### Routing congestion

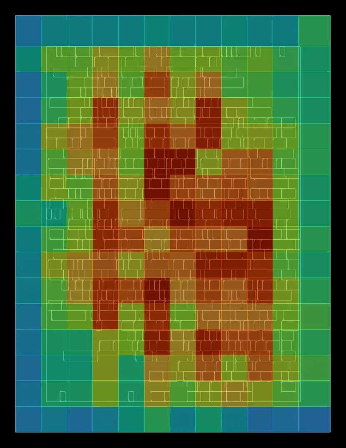
### Logic cells by family

(4 px per µm)
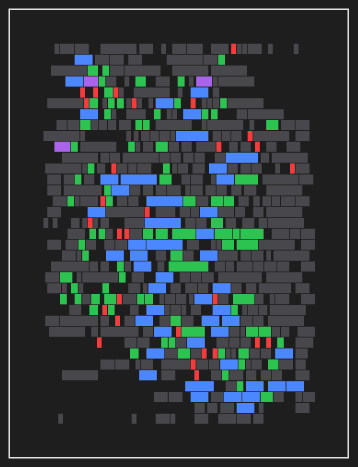
--- src/rtl/enemy_run_sequencer.sv ---
// Motion, animation and life-cycle controller for one running enemy sprite.
// Valid/ready does not apply: spawn/kill are sampled levels and frame_tick is a one-cycle strobe.
`timescale 1ns/1ps
module enemy_run_sequencer #(
    parameter int SPRITE_W   = 40,
    parameter int SPRITE_H   = 66,
    parameter int X_START    = 600,
    parameter int Y_GROUND   = 300,
    parameter int SPEED      = 2,
    parameter int FRAME_HOLD = 6,
    parameter int DIE_TICKS  = 32
) (
    input  logic        vga_clk,
    input  logic        Reset,
    input  logic        frame_tick,
    input  logic        spawn,
    input  logic        kill,
    input  logic [9:0]  DrawX,
    input  logic [9:0]  DrawY,
    output logic        sprite_on,
    output logic [12:0] rom_address,
    output logic [1:0]  frame_sel,
    output logic [9:0]  enemy_x,
    output logic [9:0]  enemy_y,
    output logic        active,
    output logic        exited,
    output logic [1:0]  state_dbg
);

    localparam int HOLD_W = (FRAME_HOLD > 1) ? $clog2(FRAME_HOLD) : 1;
    localparam int DIE_W  = (DIE_TICKS > 8) ? $clog2(DIE_TICKS) : 3;

    localparam logic [9:0]        X_START_V  = 10'(X_START);
    localparam logic [9:0]        Y_GROUND_V = 10'(Y_GROUND);
    localparam logic [9:0]        SPEED_V    = 10'(SPEED);
    localparam logic [HOLD_W-1:0] HOLD_MAX   = HOLD_W'(FRAME_HOLD - 1);
    localparam logic [DIE_W-1:0]  DIE_MAX    = DIE_W'(DIE_TICKS - 1);

    typedef enum logic [1:0] {
        S_IDLE  = 2'd0,
        S_RUN   = 2'd1,
        S_DYING = 2'd2
    } state_t;

    state_t            state_q;
    logic [9:0]        x_q;
    logic [9:0]        y_q;
    logic [1:0]        frame_q;
    logic [HOLD_W-1:0] hold_q;
    logic [DIE_W-1:0]  die_q;
    logic              active_q;
    logic              exited_q;
    logic              sprite_on_q;
    logic [12:0]       rom_q;

    // Life-cycle FSM; every output it drives is registered here.
    always_ff @(posedge vga_clk or posedge Reset) begin
        if (Reset) begin
            state_q  <= S_IDLE;
            x_q      <= X_START_V;
            y_q      <= Y_GROUND_V;
            frame_q  <= 2'd0;
            hold_q   <= '0;
            die_q    <= '0;
            active_q <= 1'b0;
            exited_q <= 1'b0;
        end else begin
            exited_q <= 1'b0;
            case (state_q)
                S_IDLE: begin
                    if (spawn) begin
                        state_q  <= S_RUN;
                        active_q <= 1'b1;
                    end
                end
                S_RUN: begin
                    // kill has priority over a coincident frame_tick
                    if (kill) begin
                        state_q <= S_DYING;
                        die_q   <= '0;
                    end else if (frame_tick) begin
                        if (x_q < SPEED_V) begin
                            state_q  <= S_IDLE;
                            active_q <= 1'b0;
                            exited_q <= 1'b1;
                            x_q      <= X_START_V;
                            frame_q  <= 2'd0;
                            hold_q   <= '0;
                        end else begin
                            x_q <= x_q - SPEED_V;
                            if (hold_q == HOLD_MAX) begin
                                hold_q  <= '0;
                                frame_q <= frame_q + 2'd1;
                            end else begin
                                hold_q <= hold_q + 1'b1;
                            end
                        end
                    end
                end
                S_DYING: begin
                    if (frame_tick) begin
                        if (die_q == DIE_MAX) begin
                            state_q  <= S_IDLE;
                            active_q <= 1'b0;
                            x_q      <= X_START_V;
                            frame_q  <= 2'd0;
                            hold_q   <= '0;
                            die_q    <= '0;
                        end else begin
                            die_q <= die_q + 1'b1;
                        end
                    end
                end
                default: begin
                    state_q  <= S_IDLE;
                    active_q <= 1'b0;
                end
            endcase
        end
    end

    // Pixel path: 11-bit compares keep x+SPRITE_W from wrapping at the right edge.
    logic [10:0] px, py, x11, y11, dx, dy;
    logic        hit, visible, sprite_on_d;
    logic [12:0] rom_d;

    assign px  = {1'b0, DrawX};
    assign py  = {1'b0, DrawY};
    assign x11 = {1'b0, x_q};
    assign y11 = {1'b0, y_q};
    assign dx  = px - x11;
    assign dy  = py - y11;

    assign hit = (px >= x11) && (px < x11 + 11'(SPRITE_W)) &&
                 (py >= y11) && (py < y11 + 11'(SPRITE_H));

    assign visible     = (state_q == S_RUN) || ((state_q == S_DYING) && !die_q[2]);
    assign sprite_on_d = hit && visible;
    assign rom_d       = hit ? ({2'b00, dy} * 13'(SPRITE_W) + {2'b00, dx}) : 13'd0;

    always_ff @(posedge vga_clk or posedge Reset) begin
        if (Reset) begin
            sprite_on_q <= 1'b0;
            rom_q       <= 13'd0;
        end else begin
            sprite_on_q <= sprite_on_d;
            rom_q       <= rom_d;
        end
    end

    assign sprite_on   = sprite_on_q;
    assign rom_address = rom_q;
    assign frame_sel   = frame_q;
    assign enemy_x     = x_q;
    assign enemy_y     = y_q;
    assign active      = active_q;
    assign exited      = exited_q;
    assign state_dbg   = state_q;

endmodule

--- config.mk ---
export PLATFORM = sky130hd
export DESIGN_NAME = enemy_run_sequencer
export DESIGN_NICKNAME = d
export VERILOG_FILES = /design/src/rtl/enemy_run_sequencer.sv
export SDC_FILE = /design/constraint.sdc
export NUM_CORES = 1
export LEC_CHECK = 0
export CORE_ASPECT_RATIO = 1.4
export CORE_MARGIN = 8
export CORE_UTILIZATION = 48
export CTS_BUF_LIST = sky130_fd_sc_hd__clkbuf_8
export DETAILED_ROUTE_END_ITERATION = 16
export HOLD_SLACK_MARGIN = 0.02
export PLACE_DENSITY = 0.76
export SKIP_CTS_REPAIR_TIMING = 1
export SLEW_MARGIN = 5
export SYNTH_ARGS = -nofsm -noshare
export SYNTH_HDL_FRONTEND = slang
export SYNTH_SLANG_ARGS = --single-unit
--- constraint.sdc ---
create_clock -name vga_clk -period 3.1 [get_ports vga_clk]
set_input_delay 0.62 -clock vga_clk [delete_from_list [all_inputs] [get_ports vga_clk]]
set_output_delay 0.62 -clock vga_clk [all_outputs]
set_load 0.01 [all_outputs]
==> results.yml <==
# yosys + openroad results
status:
  status: "finished, violations left"
  violations: "setup timing"
synth:
  ys_cells: 351
  synth_async_sr_flop_share_pct: 100
  yosys_warnings: 10
  ys_ff: 37
  synthTopCellsByArea: "dfrtp_1 (26%), ha_1 (18%), o21ai_0 (4.9%)"
  top_cell: "ha_1"
  yosys.area_share.aoi_pct: 20.1
  yosys.area_share.simple_pct: 15.0
  syn_area_per_cell_um2: 8.95
  yosys-top-cells-count: "ha_1 (45), dfrtp_1 (33), o21ai_0 (31)"
  mux_area_share_pct: 1.04
  synth-xor-area-share_pct: 6.85
  edf_count: 0
  synth_cells: 351
  ys_types: 58
  synth_seq_share_pct: 29.6
  logic_family: "AND-OR/OR-AND gates"
  yosys_area_um2: 3140
  synth.top_cell.area_share_pct: 26.3
  largest_area_cell: "dfrtp_1"
cells_and_area:
  combGateArea_um2: 2180
  buffers: 122
  area_growth_pct: 43.6
  seq_cells: 37
  sh_comb_area_pct: 48.4
  nets: 546
  largest_cell_class: "combinational gates"
  fillers: 489
  seq_area_um2: 932
  seq_share_pct: 20.7
  antennaDiodeCount: 0
  final_cell_mix: "buf_4 (66), clkdlybuf4s50_1 (45), ha_1 (41)"
  nNonClkInverters: 29
  buf_share_pct: 24.1
  stdcell_area_um2: 4510
  largest_reg_flops: 13
  comb_cells: 278
  layout_top_cell: "buf_4"
  clkbuf_count: 5
setup_path:
  rrSetupSlack_ps: -170
  r2r_start: "enemy_x[1]$_DFFE_PP0P_"
  cp_max_fo: 2
  r2r_cells: 14
  crit_path_start: "DrawX[1]"
  startpoint_type: "primary input"
  criticalPathCategory: "primary input to register"
  slowest_stage: "fa_2"
  path_cells: "buf_6 -> fa_2 -> a21o_1 -> a21oi_2 -> nor2b_1 -> o21a_1 -> o41ai_4 -> xnor2_1 -> ha_1 -> o21a_1 -> a2111oi_2 -> and3b_1 -> xnor3_1 -> nor2_1"
  worst-path-stages: 14
  path_delay_family: "AND-OR/OR-AND gates"
  cp.arrival_ps: 3490
  crit_path_end: "rom_address[12]$_DFF_PP0_"
  critical_path_required_ps: 3310
  worst-path-buf-inv: 1
  endpoint_kind: "register"
  crit_top_cell: "o21a_1"
global_route:
  grt_max_degree: 25
  grt-ovfl-total: 0
  grt_pass1_wl_mm: 13.3
die:
  fp.dieW_um: 84.4
  tap_cells: 74
  die_y_um: 112
  fp_util_pct: 48.5
  core_um2: 6480
  num_rows: 35
  ios: 65
  die_area_um2: 9430
placed_design:
  place_area_um2: 4210
  gp_congestion: 0.870
  io_buffer_count: 53
  hpwl_mm: 6.40
hold_path:
  holdPathStages: 2
  min_to: "die_q[4]$_DFFE_PP0P_"
  worstHoldStart: "die_q[4]$_DFFE_PP0P_"
power_and_ir_drop:
  leakage_nw: 2.20
  p_seq_mw: 0.708
  internal_power_mw: 2.43
  sequentialPowerShare_pct: 16.5
  ir_drop_mv: 0.586
  largestPowerGroup: "combinational logic"
  p_sw_mw: 1.85
  p_comb_mw: 3.16
detailed_routing:
  avgViaCountPerCell: 5.46
  dr.pass1.iters: 4
  wl_per_cell_um: 15.9
  drtIter0Drc: 88
  drcViolationCount: 0
  routed_wl_mm: 8.71
clock_tree:
  cts_tree: "yes"
  cts_sinks: 37
  cts_made_buffers: 5
  cts.clk_slew.worst_paths_ps: 80
  root_buffer: "clkbuf_8"
  worstSkewPairLatency_ps: 300
  clockBufferDepth: 2
sta:
  finalWorstSetupSlack_ps: -183
  worstMarginPinSlew_ps: 561
  clock_skew_ps: 13.7
  setup_viol: 3
  rsz0062_at_grt: "true"
  fmax_mhz: 305
  slew_headroom_pct: 62.4
  final_hold_viol_count: 0
  fin_crit_sh_pct: 106
job:
  warnings: 32
About 'Routing congestion':
most used routing layer: met2
global-route total usage across every layer: 16.9%

About 'Logic cells by family':
Key: fa/ha/maj cells = blue [cells 48]; aoi and oai cells = green [cells 80]; inv cells = red [cells 29]; mux cells = purple [cells 3]

[stage by stage]
step	hold slack, ps	instances	setup slack [ps]	power [mW]	utilization, %
after floorplan	456	361	-70.4	2.37	-
after global placement	469	535	-726	3.31	64.9
after detailed placement	484	535	-833	3.41	64.9
after CTS	503	543	-526	3.85	66.6
after global routing	541	548	-305	4.62	69.6
final	503	548	-183	4.28	69.6
[routing by layer]
| metal | GRT usage [%] | up-vias | share of wire [%] |
|---|---|---|---|
| li1 | - | 1473 | - |
| met4 | 7.88 | 0 | 3.2 |
| met1 | 17.6 | 1431 | 40 |
| met2 | 30.9 | 65 | 54 |
| met3 | 3.76 | 23 | 3.4 |
| met5 | 0 | - | 0 |
Power is estimated from default activity; no workload was simulated.
